**src/rtl/controlador_memoria_pkg.sv**
```systemverilog
`default_nettype none
// ============================================================================
//  Module      : controlador_memoria_pkg
//  Description : Shared state encoding and default widths for the
//                push-button RAM sequencer.
//  Revision    : 1.0 - initial release
// ============================================================================
package controlador_memoria_pkg;

  localparam int DEFAULT_ADDR_W = 4;
  localparam int DEFAULT_DATA_W = 8;

  // Sequencer state encoding; every 2-bit code is a named state
  localparam logic [1:0] ST_IDLE    = 2'b00;
  localparam logic [1:0] ST_WRITE   = 2'b01;
  localparam logic [1:0] ST_RD_ADDR = 2'b10;
  localparam logic [1:0] ST_RD_CAP  = 2'b11;

endpackage
`default_nettype wire

```
**src/rtl/controlador_memoria_pulso_botao.sv**
```systemverilog
`default_nettype none
// ============================================================================
//  Module      : pulso_botao
//  Description : Two-flop synchronizer followed by a registered rising-edge
//                detector. Emits one single-cycle pulse per 0->1 transition
//                of the raw button level, regardless of hold time.
//  Revision    : 1.0 - initial release
// ============================================================================
module pulso_botao (
  input  logic clk,
  input  logic clr_n,
  input  logic in,
  output logic pulse
);

  logic sync1;
  logic sync2;
  logic prev;

  // Synchronize the raw level, then register a one-shot on its rising edge
  always_ff @(posedge clk or negedge clr_n) begin
    if (!clr_n) begin
      sync1 <= 1'b0;
      sync2 <= 1'b0;
      prev  <= 1'b0;
      pulse <= 1'b0;
    end else begin
      sync1 <= in;
      sync2 <= sync1;
      prev  <= sync2;
      pulse <= sync2 & ~prev;
    end
  end

endmodule
`default_nettype wire

```
**src/rtl/controlador_memoria.sv**
```systemverilog
`default_nettype none
// ============================================================================
//  Module      : controlador_memoria
//  Description : Push-button sequencer for a single-port synchronous RAM.
//                Turns four raw buttons into write / read / address-increment
//                / address-decrement commands and holds the last read word.
//  Revision    : 1.0 - initial release
// ============================================================================
module controlador_memoria
  import controlador_memoria_pkg::*;
#(
  parameter int ADDR_W = DEFAULT_ADDR_W,
  parameter int DATA_W = DEFAULT_DATA_W
) (
  input  logic              clk,
  input  logic              clr_n,
  input  logic              btn_wr,
  input  logic              btn_rd,
  input  logic              btn_inc,
  input  logic              btn_dec,
  input  logic [DATA_W-1:0] sw_data,
  input  logic [DATA_W-1:0] mem_q,
  output logic [ADDR_W-1:0] mem_addr,
  output logic [DATA_W-1:0] mem_din,
  output logic              mem_we,
  output logic [DATA_W-1:0] dout,
  output logic              busy,
  output logic              done
);

  logic [1:0] state;
  logic       p_wr;
  logic       p_rd;
  logic       p_inc;
  logic       p_dec;

  pulso_botao u_pulso_wr  (.clk(clk), .clr_n(clr_n), .in(btn_wr),  .pulse(p_wr));
  pulso_botao u_pulso_rd  (.clk(clk), .clr_n(clr_n), .in(btn_rd),  .pulse(p_rd));
  pulso_botao u_pulso_inc (.clk(clk), .clr_n(clr_n), .in(btn_inc), .pulse(p_inc));
  pulso_botao u_pulso_dec (.clk(clk), .clr_n(clr_n), .in(btn_dec), .pulse(p_dec));

  // Moore decodes straight from the state register so reset clears them at once
  assign mem_we = (state == ST_WRITE);
  assign busy   = (state != ST_IDLE);

  // Sequencer, address counter and data registers; commands only act in IDLE,
  // so pulses arriving while busy are simply dropped
  always_ff @(posedge clk or negedge clr_n) begin
    if (!clr_n) begin
      state    <= ST_IDLE;
      mem_addr <= '0;
      mem_din  <= '0;
      dout     <= '0;
      done     <= 1'b0;
    end else begin
      done <= 1'b0;
      case (state)
        ST_IDLE: begin
          if (p_wr) begin
            state   <= ST_WRITE;
            mem_din <= sw_data;
          end else if (p_rd) begin
            state <= ST_RD_ADDR;
          end else if (p_inc) begin
            mem_addr <= mem_addr + 1'b1;
          end else if (p_dec) begin
            mem_addr <= mem_addr - 1'b1;
          end
        end
        ST_WRITE: begin
          state <= ST_IDLE;
          done  <= 1'b1;
        end
        ST_RD_ADDR: begin
          // RAM registers the read on this edge; data is captured next cycle
          state <= ST_RD_CAP;
        end
        ST_RD_CAP: begin
          dout  <= mem_q;
          state <= ST_IDLE;
          done  <= 1'b1;
        end
        default: begin
          state <= ST_IDLE;
        end
      endcase
    end
  end

endmodule
`default_nettype wire

```
**config.mk**
```make
export PLATFORM = sky130hd
export DESIGN_NAME = controlador_memoria
export DESIGN_NICKNAME = d
export VERILOG_FILES = /design/src/rtl/controlador_memoria_pkg.sv /design/src/rtl/controlador_memoria_pulso_botao.sv /design/src/rtl/controlador_memoria.sv
export SDC_FILE = /design/constraint.sdc
export NUM_CORES = 1
export LEC_CHECK = 0
export ABC_AREA = 1
export CORE_MARGIN = 4
export CORE_UTILIZATION = 40
export DETAILED_ROUTE_END_ITERATION = 8
export PLACE_DENSITY_LB_ADDON = 0.25
export SLEW_MARGIN = 10
export SYNTH_ARGS = -nofsm -noshare
export SYNTH_HDL_FRONTEND = slang
export SYNTH_SLANG_ARGS = --single-unit
export TNS_END_PERCENT = 20
```
**constraint.sdc**
```tcl
create_clock -name clk -period 1.7 [get_ports clk]
set_input_delay 0.17 -clock clk [delete_from_list [all_inputs] [get_ports clk]]
set_output_delay 0.17 -clock clk [all_outputs]
set_load 0.005 [all_outputs]
```
### Clock network drawn from the DEF, run 1

Bar = 20 µm.
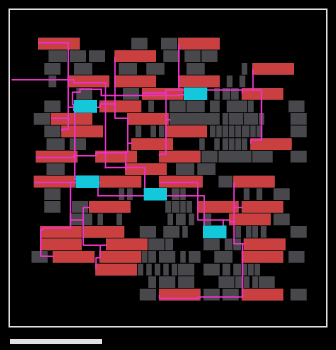
- red: flip-flops (count 39)
- magenta: clock wires (length 447 µm)
- cyan: clock-net drivers (count 5)
- routed clock nets: 6

### Placement by cell class, run 1

Fill, decap, tap and diode cells in gray.
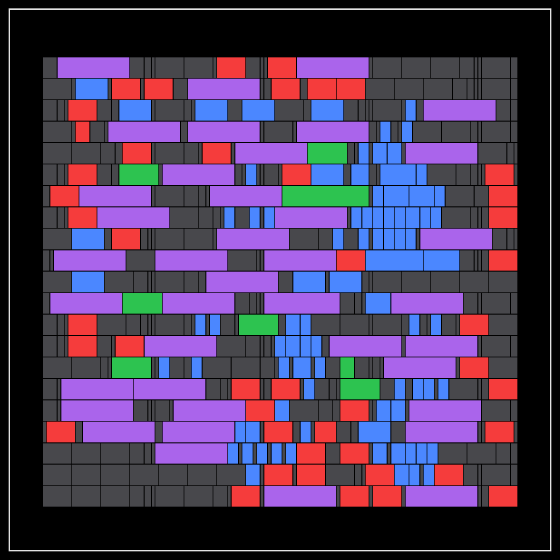
- blue: remaining logic cells (cells 85; share of their area 23%)
- red: remaining buffers and delay cells (cells 45; share of their area 22%)
- purple: registers (cells 39; share of their area 49%)
- green: clock drivers and dummy loads (cells 8; share of their area 5.9%)

==> job_summary.md, run 1 <==
## Implementation flow summary

| Metric | Value |
|---|---|
| Area leader, netlist | `dfrtp_1` |
| H-tree levels | `2` |
| Failing checks | `negative hold slack` |
| Critical path capture point type | `output pin` |
| Placed standard-cell area | `1950 µm²` |
| Dpl cells | `roughly 220` |
| Nets | `~200` |
| Port-buffer cells | `44` |
| CP peak stage delay | `0.46 ns` |
| Non-filler instance count after layout | `223` |
| All-Layer GR Usage | `14.4%` |
| Yosys warns | `0` |
| Hold Buf Count CTS | `0` |
| Layout cell share with drive strength beyond 1 | `14.7%` |
| Global-route met1 utilization | `between 10 and 15%` |
| Post-layout period usage | `between 90 and 100%` |
| Hold_ws | `-0.0179 ns` |
| Clk root buf | `clkbuf_8` |
| Antenna violations before repair | `0` |
| Crit path DAT | `approximately 1.4 ns` |
| WL met2 | `1440 µm` |
| Top cells by area, synth | `dfrtp_1 67%, nand2_1 8.5%, mux2_2 6.2%` |
| Combinational Power Share | `37.3%` |
| P_clk | `about 770 µW` |
| Clk latency late pin | `between 0.2 and 0.3 ns` |
| Syn-to-layout area delta | `41.2%` |
| Commonest Layout Cell | `clkdlybuf4s50_1` |
| Final worst slack | `~0.14 ns` |
| Busiest layer in global routing | `met2` |
| Seq pwr share | `40.7%` |
| Clkbuf count | `6` |
| Status | `finished with violations` |
| Number of clock sinks seen by CTS | `39` |
| Top logic cells by instance count in the layout | `43 x clkdlybuf4s50_1, 38 x dfrtp_1, 33 x nand2_1, 11 x inv_1, 10 x nand3_1` |
| Wire per inst | `12.0 µm` |
| Ys cells | `around 130` |
| CP cell instances | `nor2_2 > inv_1 > clkdlybuf4s50_1` |
| Synth logic family | `simple AND/OR/NAND/NOR gates` |
| Ao+oa area frac | `between 1.5 and 2%` |
| Rel. slew slack | `44.1%` |
| Netlist cell types | `20` |
| Die Height | `68.5 µm` |
| GPL Wtd Cong | `0.692` |
| Max Freq | `642 MHz` |
| Fin. Hold Viols | `27` |
| Dominant flop cell | `dfrtp_1` |
| Kind of cell adding the most delay to the critical path | `buffers and inverters` |
| Top-count cell post-synth | `dfrtp_1` |
| Number of global-route vias before repair | `1161` |
| Commonest cells post-synth | `39 x dfrtp_1, 33 x nand2_1, 11 x inv_1` |
### Sequential cells colored by netlist name, run 1

Bar = 20 µm. Other sequential cells in the stronger gray, the rest of the logic in the fainter gray.
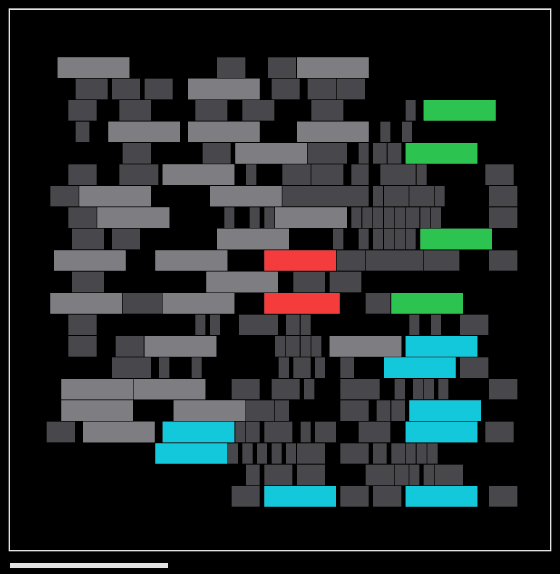
- green: mem_addr (placed flops 4)
- cyan: mem_din (placed flops 8)
- red: state (placed flops 2)
- not colored: 25
final core occ: 60.1%
Seq/total area: 47.3%
FF+latch area: 977 µm²
seq pwr: 1430 µW

### Wiring by layer, run 1

Bar = 20 µm. Two of the layers only.
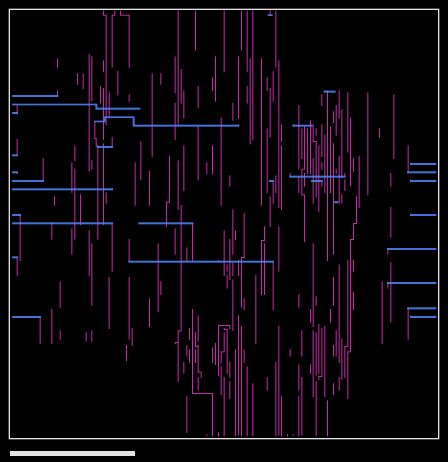

--- run 2 (diff from run 1) ---
--- a/config.mk
+++ b/config.mk
@@ -9,7 +9,9 @@
 export CORE_MARGIN = 4
 export CORE_UTILIZATION = 40
 export DETAILED_ROUTE_END_ITERATION = 8
+export GPL_ROUTABILITY_DRIVEN = 0
 export PLACE_DENSITY_LB_ADDON = 0.25
+export RECOVER_POWER = 50
 export SLEW_MARGIN = 10
 export SYNTH_ARGS = -nofsm -noshare
 export SYNTH_HDL_FRONTEND = slang
### Wiring by layer, run 2

Bar = 20 µm. Two of the layers only.
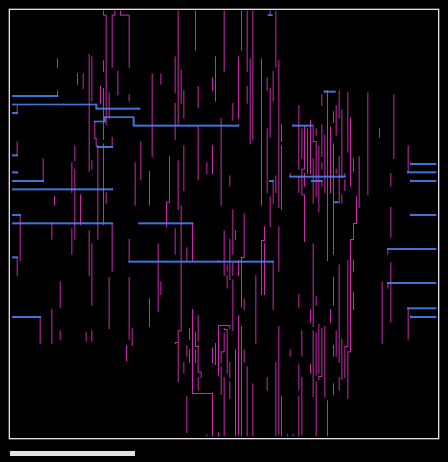
- blue: M3 (wire length 187 µm)
- magenta: M2 (wire length 1430 µm)
DR vias: 1013
All-Layer GR Usage: 14.4%
routed wire length: 2680 µm

==> run 2 against run 1 <==
Compared with the run above: the flow now finishes without violations; register-to-register slack hardly changed; sequential power about the same; global-route usage did not move; sequential share of layout area is the same; clock power hardly changed; highest routed layer unchanged.
==> job_summary.md, run 2 <==
## Implementation flow summary

| Metric | Value |
|---|---|
| Fin. Hold Viols | `0` |
| Ys cells | `127` |
| Wire per inst | `12.0 µm` |
| Status | `complete, no violations` |
| CP peak stage delay | `roughly 0.46 ns` |
| Die footprint | `4690 µm²` |
| Dpl cells | `215` |
| Busiest layer in global routing | `met2` |
| P_clk | `slightly below 800 µW` |
| Commonest Layout Cell | `clkdlybuf4s50_1` |
| Commonest cells post-synth | `39 x dfrtp_1, 33 x nand2_1, 11 x inv_1` |
| Global-route met1 utilization | `approximately 15%` |
| Max Freq | `642 MHz` |
| Antenna violations before repair | `0` |
| Number of global-route vias before repair | `~1.2k` |
| FF+latch area | `977 µm²` |
| Netlist cell types | `20` |
| Final period demand of the worst path | `roughly 1.6 ns` |
| Port-buffer cells | `44` |
| Layout cell share with drive strength beyond 1 | `14.7%` |
| Placed standard-cell area | `roughly 2000 µm²` |
| Final worst slack | `0.142 ns` |
| Clk root buf | `clkbuf_8` |
| Top logic cells by instance count in the layout | `39 x clkdlybuf4s50_1, 38 x dfrtp_1, 33 x nand2_1, 11 x inv_1, 10 x nand3_1` |
| Seq pwr share | `40.7%` |
| CP cell instances | `nor2_2 > inv_1 > clkdlybuf4s50_1` |
| Critical path capture point type | `output pin` |
| Hold Buf Count CTS | `0` |
| Combinational Power Share | `37.2%` |
| Number of clock sinks seen by CTS | `39` |
| Synth logic family | `simple AND/OR/NAND/NOR gates` |
| Rel. slew slack | `between 30% and 40%` |
| Kind of cell adding the most delay to the critical path | `buffers and inverters` |
| Area leader, netlist | `dfrtp_1` |
| Die Height | `68.5 µm` |
| H-tree levels | `2` |
| WL met2 | `1430 µm` |
| Final core occ | `60.1%` |
| Seq/total area | `47.3%` |
| Crit path DAT | `1.39 ns` |
| Clkbuf count | `6` |
| Post-layout period usage | `91.7%` |
| Syn-to-layout area delta | `41.2%` |
| Top cells by area, synth | `dfrtp_1 67%, nand2_1 8.5%, mux2_2 6.2%` |
| Hpwl dp | `2030 µm` |
| Critical-path top delay cell | `dfrtp_2` |
| Ao+oa area frac | `under 10%` |
| Clk latency late pin | `0.28 ns` |
| Nets | `around 200` |
| Top-count cell post-synth | `dfrtp_1` |
--- run 3 (diff from run 2) ---
--- a/config.mk
+++ b/config.mk
@@ -6,6 +6,7 @@
 export NUM_CORES = 1
 export LEC_CHECK = 0
 export ABC_AREA = 1
+export CAP_MARGIN = 30
 export CORE_MARGIN = 4
 export CORE_UTILIZATION = 40
 export DETAILED_ROUTE_END_ITERATION = 8
### Sequential cells colored by netlist name, run 3

Bar = 20 µm. Other sequential cells in the stronger gray, the rest of the logic in the fainter gray.
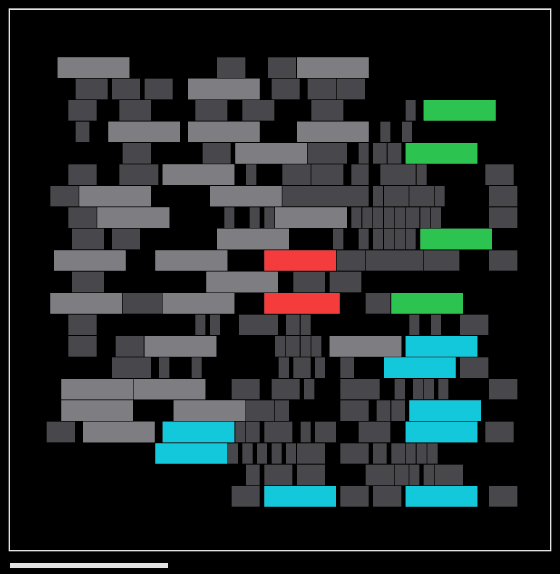
- green: mem_addr (placed flops 4)
- cyan: mem_din (placed flops 8)
- red: state (placed flops 2)

==> run 3 against run 2 <==
Compared with the run above: worst hold slack did not move; combinational power is essentially flat; synthesized cell count stayed put; global-route usage unchanged; first-iteration DRC count unchanged; count of clock-buffer cells in the layout unchanged; total power is the same; cell count stayed put; sequential share of layout area stayed put; critical endpoint unchanged.
==> job_summary.md, run 3 <==
## Implementation flow summary

| Metric | Value |
|---|---|
| Status | `complete, no violations` |
| Rel. slew slack | `approximately 37%` |
| Area leader, netlist | `dfrtp_1` |
| Critical-path top delay cell | `dfrtp_2` |
| Hpwl dp | `between 2000 and 2500 µm` |
| Ao+oa area frac | `under 10%` |
| Yosys warns | `0` |
| Final worst slack | `roughly 0.14 ns` |
| Die Height | `68.5 µm` |
| Synth logic family | `simple AND/OR/NAND/NOR gates` |
| WL met2 | `1430 µm` |
| Seq pwr | `between 1000 and 1500 µW` |
| Dpl cells | `215` |
| Final period demand of the worst path | `1.56 ns` |
| Syn-to-layout area delta | `41.2%` |
| Max Freq | `642 MHz` |
| Busiest layer in global routing | `met2` |
| Hold Buf Count CTS | `0` |
| Fin. Hold Viols | `0` |
| Critical path capture point type | `output pin` |
| Wire per inst | `approximately 12 µm` |
| Routed wire length | `between 2000 and 3000 µm` |
| Die footprint | `around 4700 µm²` |
| Kind of cell adding the most delay to the critical path | `buffers and inverters` |
| Number of global-route vias before repair | `1161` |
| Seq pwr share | `40.7%` |
| Clkbuf count | `6` |
| CP peak stage delay | `around 0.46 ns` |
| Clk latency late pin | `approximately 0.28 ns` |
| DR vias | `1013` |
| Ys cells | `127` |
| CP cell instances | `nor2_2 > inv_1 > clkdlybuf4s50_1` |
| Seq/total area | `47.3%` |
| Top-count cell post-synth | `dfrtp_1` |
| Antenna violations before repair | `0` |
| All-Layer GR Usage | `~14%` |
| Commonest Layout Cell | `clkdlybuf4s50_1` |
| Commonest cells post-synth | `39 x dfrtp_1, 33 x nand2_1, 11 x inv_1` |
| Post-layout period usage | `approximately nine tenths` |
| Port-buffer cells | `between 40 and 50` |
| Crit path DAT | `1.39 ns` |
| Clk root buf | `clkbuf_8` |
| Placed standard-cell area | `1950 µm²` |
| Final core occ | `60.1%` |
| Netlist cell types | `20` |
| Non-filler instance count after layout | `approximately 220` |
| P_clk | `just under 800 µW` |
Power is estimated from default activity; no workload was simulated.
